===== src/rtl/muldiv_pkg.sv =====
// Shared definitions for the multi-cycle MULTU/DIVU controller.
//   MD_WIDTH    : default datapath width (operands, HI, LO, ALU)
//   ALU_*       : ALU control encodings, shared with the ALU control decoder
//   md_state_t  : sequencer state encoding. NEG_A/NEG_B/FIX_LO/FIX_HI are only
//                 reachable when MULDIV_SIGNED_EN is defined.
package muldiv_pkg;

  localparam int MD_WIDTH = 32;

  localparam logic [2:0] ALU_AND = 3'b000;
  localparam logic [2:0] ALU_OR  = 3'b001;
  localparam logic [2:0] ALU_ADD = 3'b010;
  localparam logic [2:0] ALU_SUB = 3'b110;
  localparam logic [2:0] ALU_SLT = 3'b111;

  typedef enum logic [2:0] {
    MD_IDLE   = 3'd0,
    MD_NEG_A  = 3'd1,
    MD_NEG_B  = 3'd2,
    MD_ITER   = 3'd3,
    MD_FIX_LO = 3'd4,
    MD_FIX_HI = 3'd5,
    MD_DONE   = 3'd6
  } md_state_t;

endpackage


===== src/rtl/muldiv_acc.sv =====
// HI/LO accumulator and operand storage for muldiv_sequencer.
// Holds HI, LO, the second operand (multiplicand or divisor) and the op type,
// and computes their next values from the current sequencer state and the
// shared ALU's result.
//   clk, rst            : clock, synchronous active-high reset
//   state               : current sequencer state
//   accept              : a new operation is being accepted this cycle
//   op_div, op_signed   : op type, sampled with accept
//   src_a, src_b        : operands, sampled with accept
//   alu_result, alu_cout: shared ALU outputs for this cycle
//   hi, lo              : accumulator outputs
//   opb                 : multiplicand (multiply) or divisor (divide)
//   shift_hi            : upper word of {hi,lo}<<1, the divide step's ALU A operand
//   md_div              : latched op type
//   fix_cin             : +1 term for FIX_HI (low-word carry, or 1 for remainders)
// Optional feature: MULDIV_SIGNED_EN adds operand and result sign handling.
module muldiv_acc
  import muldiv_pkg::*;
#(
  parameter int WIDTH = MD_WIDTH
) (
  input  logic             clk,
  input  logic             rst,
  input  md_state_t        state,
  input  logic             accept,
  input  logic             op_div,
  input  logic             op_signed,
  input  logic [WIDTH-1:0] src_a,
  input  logic [WIDTH-1:0] src_b,
  input  logic [WIDTH-1:0] alu_result,
  input  logic             alu_cout,
  output logic [WIDTH-1:0] hi,
  output logic [WIDTH-1:0] lo,
  output logic [WIDTH-1:0] opb,
  output logic [WIDTH-1:0] shift_hi,
  output logic             md_div,
  output logic             fix_cin
);

  logic [WIDTH-1:0] hi_reg, hi_next;
  logic [WIDTH-1:0] lo_reg, lo_next;
  logic [WIDTH-1:0] opb_reg, opb_next;
  logic             div_reg, div_next;

  assign hi       = hi_reg;
  assign lo       = lo_reg;
  assign opb      = opb_reg;
  assign md_div   = div_reg;
  assign shift_hi = {hi_reg[WIDTH-2:0], lo_reg[WIDTH-1]};

`ifdef MULDIV_SIGNED_EN
  logic sgn_reg, sgn_next;
  logic sa_reg, sa_next;
  logic sb_reg, sb_next;
  logic carry_reg, carry_next;
  logic neg_a, neg_b, neg_lo, neg_hi;

  // Operands are made positive, the unsigned core runs, then the result is
  // re-signed: product/quotient take sa^sb, the remainder takes sa.
  assign neg_a   = sgn_reg & sa_reg;
  assign neg_b   = sgn_reg & sb_reg;
  assign neg_lo  = sgn_reg & (sa_reg ^ sb_reg);
  assign neg_hi  = sgn_reg & (div_reg ? sa_reg : (sa_reg ^ sb_reg));
  // A 64-bit product negates as {~hi + (lo==0), -lo}; a remainder is a
  // standalone word so it always gets +1.
  assign fix_cin = div_reg ? 1'b1 : carry_reg;
`else
  logic unused_signed;
  assign unused_signed = op_signed;
  assign fix_cin       = 1'b0;
`endif

  always_comb begin
    hi_next  = hi_reg;
    lo_next  = lo_reg;
    opb_next = opb_reg;
    div_next = div_reg;
`ifdef MULDIV_SIGNED_EN
    sgn_next   = sgn_reg;
    sa_next    = sa_reg;
    sb_next    = sb_reg;
    carry_next = carry_reg;
`endif
    if (accept) begin
      // LO carries the operand that gets shifted (multiplier / dividend);
      // the other operand parks in opb.
      div_next = op_div;
      hi_next  = '0;
      lo_next  = op_div ? src_a : src_b;
      opb_next = op_div ? src_b : src_a;
      if (op_div && (src_b == '0)) begin
        hi_next = src_a;
        lo_next = '1;
      end
`ifdef MULDIV_SIGNED_EN
      sgn_next = op_signed;
      sa_next  = src_a[WIDTH-1];
      sb_next  = src_b[WIDTH-1];
`endif
    end else begin
      case (state)
        MD_ITER: begin
          if (div_reg) begin
            // hi[MSB] is the shifted-out 33rd remainder bit: when set the
            // partial remainder exceeds any divisor, so always subtract.
            if (hi_reg[WIDTH-1] | alu_cout) begin
              hi_next = alu_result;
              lo_next = {lo_reg[WIDTH-2:0], 1'b1};
            end else begin
              hi_next = shift_hi;
              lo_next = {lo_reg[WIDTH-2:0], 1'b0};
            end
          end else begin
            hi_next = {alu_cout, alu_result[WIDTH-1:1]};
            lo_next = {alu_result[0], lo_reg[WIDTH-1:1]};
          end
        end
`ifdef MULDIV_SIGNED_EN
        MD_NEG_A: begin
          if (neg_a) begin
            if (div_reg) lo_next  = alu_result;
            else         opb_next = alu_result;
          end
        end
        MD_NEG_B: begin
          if (neg_b) begin
            if (div_reg) opb_next = alu_result;
            else         lo_next  = alu_result;
          end
        end
        MD_FIX_LO: begin
          if (neg_lo) lo_next = alu_result;
          carry_next = alu_cout;  // 0 - lo has no borrow only when lo == 0
        end
        MD_FIX_HI: begin
          if (neg_hi) hi_next = alu_result;
        end
`endif
        default: ;
      endcase
    end
  end

  always_ff @(posedge clk) begin
    if (rst) begin
      hi_reg  <= '0;
      lo_reg  <= '0;
      opb_reg <= '0;
      div_reg <= 1'b0;
`ifdef MULDIV_SIGNED_EN
      sgn_reg   <= 1'b0;
      sa_reg    <= 1'b0;
      sb_reg    <= 1'b0;
      carry_reg <= 1'b0;
`endif
    end else begin
      hi_reg  <= hi_next;
      lo_reg  <= lo_next;
      opb_reg <= opb_next;
      div_reg <= div_next;
`ifdef MULDIV_SIGNED_EN
      sgn_reg   <= sgn_next;
      sa_reg    <= sa_next;
      sb_reg    <= sb_next;
      carry_reg <= carry_next;
`endif
    end
  end

endmodule


===== src/rtl/muldiv_sequencer.sv =====
// Multi-cycle MULTU/DIVU controller for the EX stage. Time-shares the 32-bit
// ALU one add/subtract per cycle; HI/LO live in muldiv_acc.
//   clk, rst             : clock, synchronous active-high reset
//   start, op_div        : one-cycle request and op type (0 mul, 1 div)
//   op_signed            : signed request (honoured only with MULDIV_SIGNED_EN)
//   kill                 : pipeline flush, aborts without a done pulse
//   src_a, src_b         : multiplicand/dividend, multiplier/divisor
//   alu_a, alu_b, alu_ctrl: ALU drive (AND of zeros when not stepping)
//   alu_result, alu_cout : combinational ALU response
//   busy                 : operation in progress (low in IDLE and DONE)
//   done                 : one-cycle pulse, hi/lo valid from here on
//   hi, lo               : product high/low or remainder/quotient
// Optional feature: MULDIV_SIGNED_EN adds NEG_A/NEG_B before ITER and
// FIX_LO/FIX_HI after it; latency becomes ITERS+5 for every op.
module muldiv_sequencer
  import muldiv_pkg::*;
#(
  parameter int WIDTH = MD_WIDTH,
  parameter int ITERS = MD_WIDTH
) (
  input  logic             clk,
  input  logic             rst,
  input  logic             start,
  input  logic             op_div,
  input  logic             op_signed,
  input  logic             kill,
  input  logic [WIDTH-1:0] src_a,
  input  logic [WIDTH-1:0] src_b,
  output logic [WIDTH-1:0] alu_a,
  output logic [WIDTH-1:0] alu_b,
  output logic [2:0]       alu_ctrl,
  input  logic [WIDTH-1:0] alu_result,
  input  logic             alu_cout,
  output logic             busy,
  output logic             done,
  output logic [WIDTH-1:0] hi,
  output logic [WIDTH-1:0] lo
);

  localparam int CW = (ITERS > 1) ? $clog2(ITERS) : 1;

  md_state_t        state_reg, state_next;
  logic [CW-1:0]    step_reg, step_next;
  logic             accept, div_zero, last_step;
  logic [WIDTH-1:0] opb, shift_hi;
  logic             md_div, fix_cin;

  assign accept    = start && (state_reg == MD_IDLE) && !kill;
  assign div_zero  = op_div && (src_b == '0);
  assign last_step = (step_reg == CW'(ITERS - 1));

  assign busy = (state_reg != MD_IDLE) && (state_reg != MD_DONE);
  assign done = (state_reg == MD_DONE);

`ifndef MULDIV_SIGNED_EN
  logic unused_fix_cin;
  assign unused_fix_cin = fix_cin;
`endif

  muldiv_acc #(
    .WIDTH (WIDTH)
  ) u_acc (
    .clk        (clk),
    .rst        (rst),
    .state      (state_reg),
    .accept     (accept),
    .op_div     (op_div),
    .op_signed  (op_signed),
    .src_a      (src_a),
    .src_b      (src_b),
    .alu_result (alu_result),
    .alu_cout   (alu_cout),
    .hi         (hi),
    .lo         (lo),
    .opb        (opb),
    .shift_hi   (shift_hi),
    .md_div     (md_div),
    .fix_cin    (fix_cin)
  );

  always_comb begin
    state_next = state_reg;
    step_next  = step_reg;
    case (state_reg)
      MD_IDLE: begin
        if (accept) begin
          step_next = '0;
          // Divide by zero has a fixed answer loaded at accept time.
          if (div_zero) begin
            state_next = MD_DONE;
          end else begin
`ifdef MULDIV_SIGNED_EN
            state_next = MD_NEG_A;
`else
            state_next = MD_ITER;
`endif
          end
        end
      end
`ifdef MULDIV_SIGNED_EN
      MD_NEG_A:  state_next = MD_NEG_B;
      MD_NEG_B:  state_next = MD_ITER;
      MD_FIX_LO: state_next = MD_FIX_HI;
      MD_FIX_HI: state_next = MD_DONE;
`endif
      MD_ITER: begin
        step_next = step_reg + 1'b1;
        if (last_step) begin
`ifdef MULDIV_SIGNED_EN
          state_next = MD_FIX_LO;
`else
          state_next = MD_DONE;
`endif
        end
      end
      MD_DONE: state_next = MD_IDLE;
      default: state_next = MD_IDLE;
    endcase
    if (kill) state_next = MD_IDLE;
  end

  always_ff @(posedge clk) begin
    if (rst) begin
      state_reg <= MD_IDLE;
      step_reg  <= '0;
    end else begin
      state_reg <= state_next;
      step_reg  <= step_next;
    end
  end

  // ALU port mux: the ALU sees zeros and AND whenever no step is running.
  always_comb begin
    alu_a    = '0;
    alu_b    = '0;
    alu_ctrl = ALU_AND;
    case (state_reg)
      MD_ITER: begin
        if (md_div) begin
          alu_a    = shift_hi;
          alu_b    = opb;
          alu_ctrl = ALU_SUB;
        end else begin
          alu_a    = hi;
          alu_b    = lo[0] ? opb : '0;
          alu_ctrl = ALU_ADD;
        end
      end
`ifdef MULDIV_SIGNED_EN
      // src_a sits in LO for divides and in opb for multiplies; src_b the reverse.
      MD_NEG_A: begin
        alu_b    = md_div ? lo : opb;
        alu_ctrl = ALU_SUB;
      end
      MD_NEG_B: begin
        alu_b    = md_div ? opb : lo;
        alu_ctrl = ALU_SUB;
      end
      MD_FIX_LO: begin
        alu_b    = lo;
        alu_ctrl = ALU_SUB;
      end
      MD_FIX_HI: begin
        alu_a    = ~hi;
        alu_b    = {{(WIDTH-1){1'b0}}, fix_cin};
        alu_ctrl = ALU_ADD;
      end
`endif
      default: ;
    endcase
  end

endmodule


===== config.mk =====
export PLATFORM = sky130hd
export DESIGN_NAME = muldiv_sequencer
export DESIGN_NICKNAME = d
export VERILOG_FILES = /design/src/rtl/muldiv_pkg.sv /design/src/rtl/muldiv_acc.sv /design/src/rtl/muldiv_sequencer.sv
export SDC_FILE = /design/constraint.sdc
export NUM_CORES = 1
export LEC_CHECK = 0
export ABC_AREA = 1
export CORE_MARGIN = 2
export CORE_UTILIZATION = 30
export DETAILED_ROUTE_END_ITERATION = 10
export GPL_ROUTABILITY_DRIVEN = 1
export HOLD_SLACK_MARGIN = 0.08
export MAX_ROUTING_LAYER = met4
export SYNTH_ARGS = -nofsm -noshare
export SYNTH_HDL_FRONTEND = slang
export SYNTH_HIERARCHICAL = 1
export SYNTH_SLANG_ARGS = --single-unit

===== constraint.sdc =====
create_clock -name clk -period 4.7 [get_ports clk]
set_input_delay 0.94 -clock clk [delete_from_list [all_inputs] [get_ports clk]]
set_output_delay 0.94 -clock clk [all_outputs]
set_load 0.02 [all_outputs]

Figure 1. Zoomed window.
The bar under the picture is 10 um long. Region (102, 21) to (142, 61) um. Cells in grey, sequential cells in the stronger grey; small squares are vias.
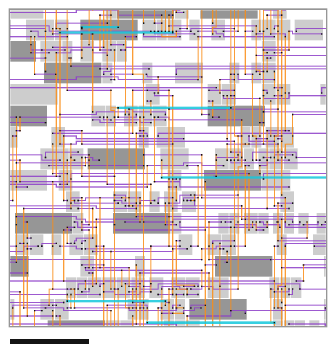
[metal 1] purple
[metal 2] orange
[metal 3] cyan
sequential cells in the window: 10
cells with their middle in the window: 113
most frequent: o21ai_0 (29), nand2_1 (23), a21oi_1 (23)
netlist names of flops here include: u_acc/hi (9), u_acc/opb (1)

Figure 2. Signal wires on met1.
The bar under the picture is 50 um long. Supply wires on this layer in grey.
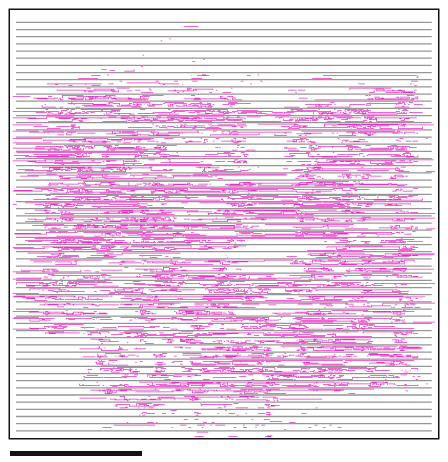
wire length on this layer: 13600 um
main direction: horizontal
nets with wire on the layer: 1377
share of all routed wire: 45%
final wirelength: 30.3 mm
DR vias: 8958
met1 usage: 31.1%

Figure 3. Congestion heat map.
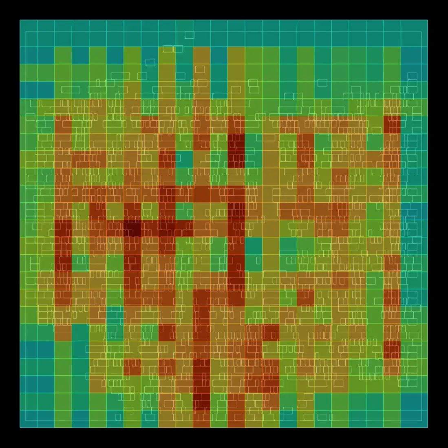
Total GRT Usage: 23.0%
met3 GRT Util: 3.46%
met2 Use GR: 35.3%
routed len/inst: 17.0 um
Core Util, Final: 41.0%

Figure 4. Logic cells by family.
The bar under the picture is 50 um long.
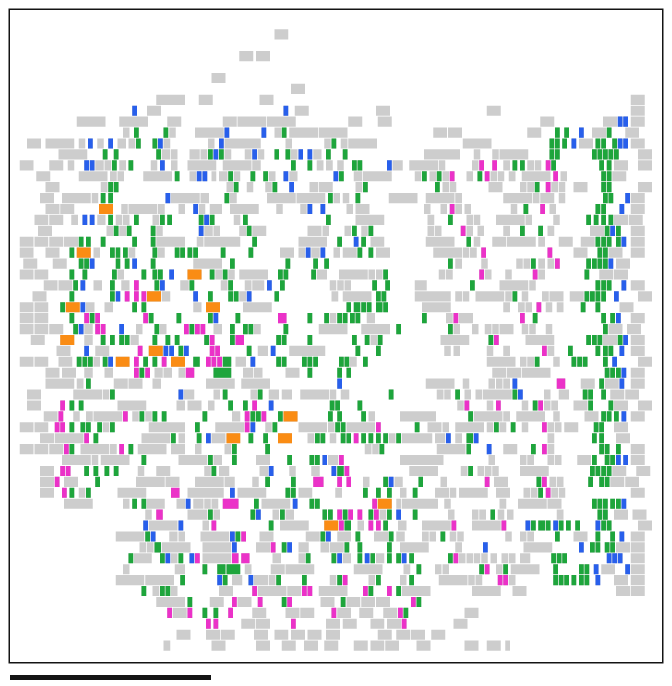
[NAND gates] green | cells: 482 | most used: nand2_1
[NOR gates] magenta | cells: 120 | most used: nor2_1
[multiplexers] orange | cells: 15 | most used: mux2i_1
[inverters] blue | cells: 120 | most used: inv_1 | where: all over the die
Final Non-Filler Cells: 1783
most instantiated logic cell after routing: nand2_1

==> results.sh <==
# yosys + openroad results
export IMPL_clockPowerShare_pct=33.6
export IMPL_drt_iter0_drc=788
export IMPL_first_pass_iters=5
export IMPL_hp_start="u_acc/opb[13]"
export IMPL_fin_crit_sh_pct=80.2
export IMPL_comb_area_share_pct=43.0
export IMPL_ant_nets=0
export IMPL_routed_wl_met2_mm=13.5
export IMPL_power_top_group="registers"
export IMPL_hold_buffers=0
export IMPL_largest_cell_class="combinational gates"
export IMPL_synth_cells=1317
export IMPL_antenna_found_initial=1
export IMPL_sw_frac_of_total_pct=31.4
export IMPL_max_freq_mhz=265
export IMPL_diodes=2
export IMPL_nFillCells=2628
export IMPL_seq_share_pct=20.9
export IMPL_mi_logic_area_um2=4320
export IMPL_final_max_slew_viol_count=0
export IMPL_comb_power_share_pct=23.9
export IMPL_cts_buffers_inserted=9
export IMPL_hp_class="reg -> reg"
export IMPL_switchingPower_w=0.000737
export IMPL_synth_area_per_cell_um2=5.72
export IMPL_crit_arrival_ns=2.83
export IMPL_worstPathRequired_ns=3.76
export IMPL_warnings=27
export IMPL_layout_nets=1557
export IMPL_area_growth_syn_to_layout_pct=33.3
export IMPL_seqPwrFrac_pct=42.5
export IMPL_status="finished, final reports clean"
export IMPL_busiest_layer="met2"
export IMPL_crit_family="buffers and inverters"
export IMPL_via_per_inst=5.02
export IMPL_clock_sinks=105
export IMPL_worst_pin_slew_ns=1.15
export IMPL_timing_rr_start="state_reg[1]"
export IMPL_hold_viol=0
export IMPL_critPathSlowestCell="inv_2"
export IMPL_comb_power_w=0.000560
export IMPL_r2r_end="u_acc/hi[29]"
export IMPL_syn_nets=1422
export IMPL_rsz0062_at_grt="no"
export IMPL_crit_chain="nand3_2, inv_2, buf_4, nand2_1, inv_1, clkdlybuf4s50_1"
export IMPL_lay_top_cells="470 x nand2_1, 232 x clkdlybuf4s50_1, 153 x a21oi_1"
export IMPL_drv_cap=0
## per-stage QoR
step	hold WS [ns]	utilization, %	power (W)	worst slack (ns)	instances
after floorplan	0.437	-	0.00132	2.49	1317
after global placement	0.454	39.8	0.00157	1.02	1765
after detailed placement	0.455	39.8	0.00157	1.03	1765
after CTS	0.467	41.0	0.00236	0.916	1781
after global routing	0.479	41.0	0.00246	0.764	1782
final	0.468	41.0	0.00235	0.930	1783
## worst max path at each step
stage,startpoint,to,slack [ns],cells past startpoint
global route,state_reg[0],alu_a[18],0.76,6
floorplan,kill,u_acc/lo[13],2.49,10
finish,state_reg[0],alu_a[18],0.93,6
detailed placement,kill,u_acc/hi[29],1.03,9
global placement,kill,u_acc/hi[29],1.02,9
CTS,state_reg[0],alu_a[18],0.92,6
Power is estimated from default activity; no workload was simulated.
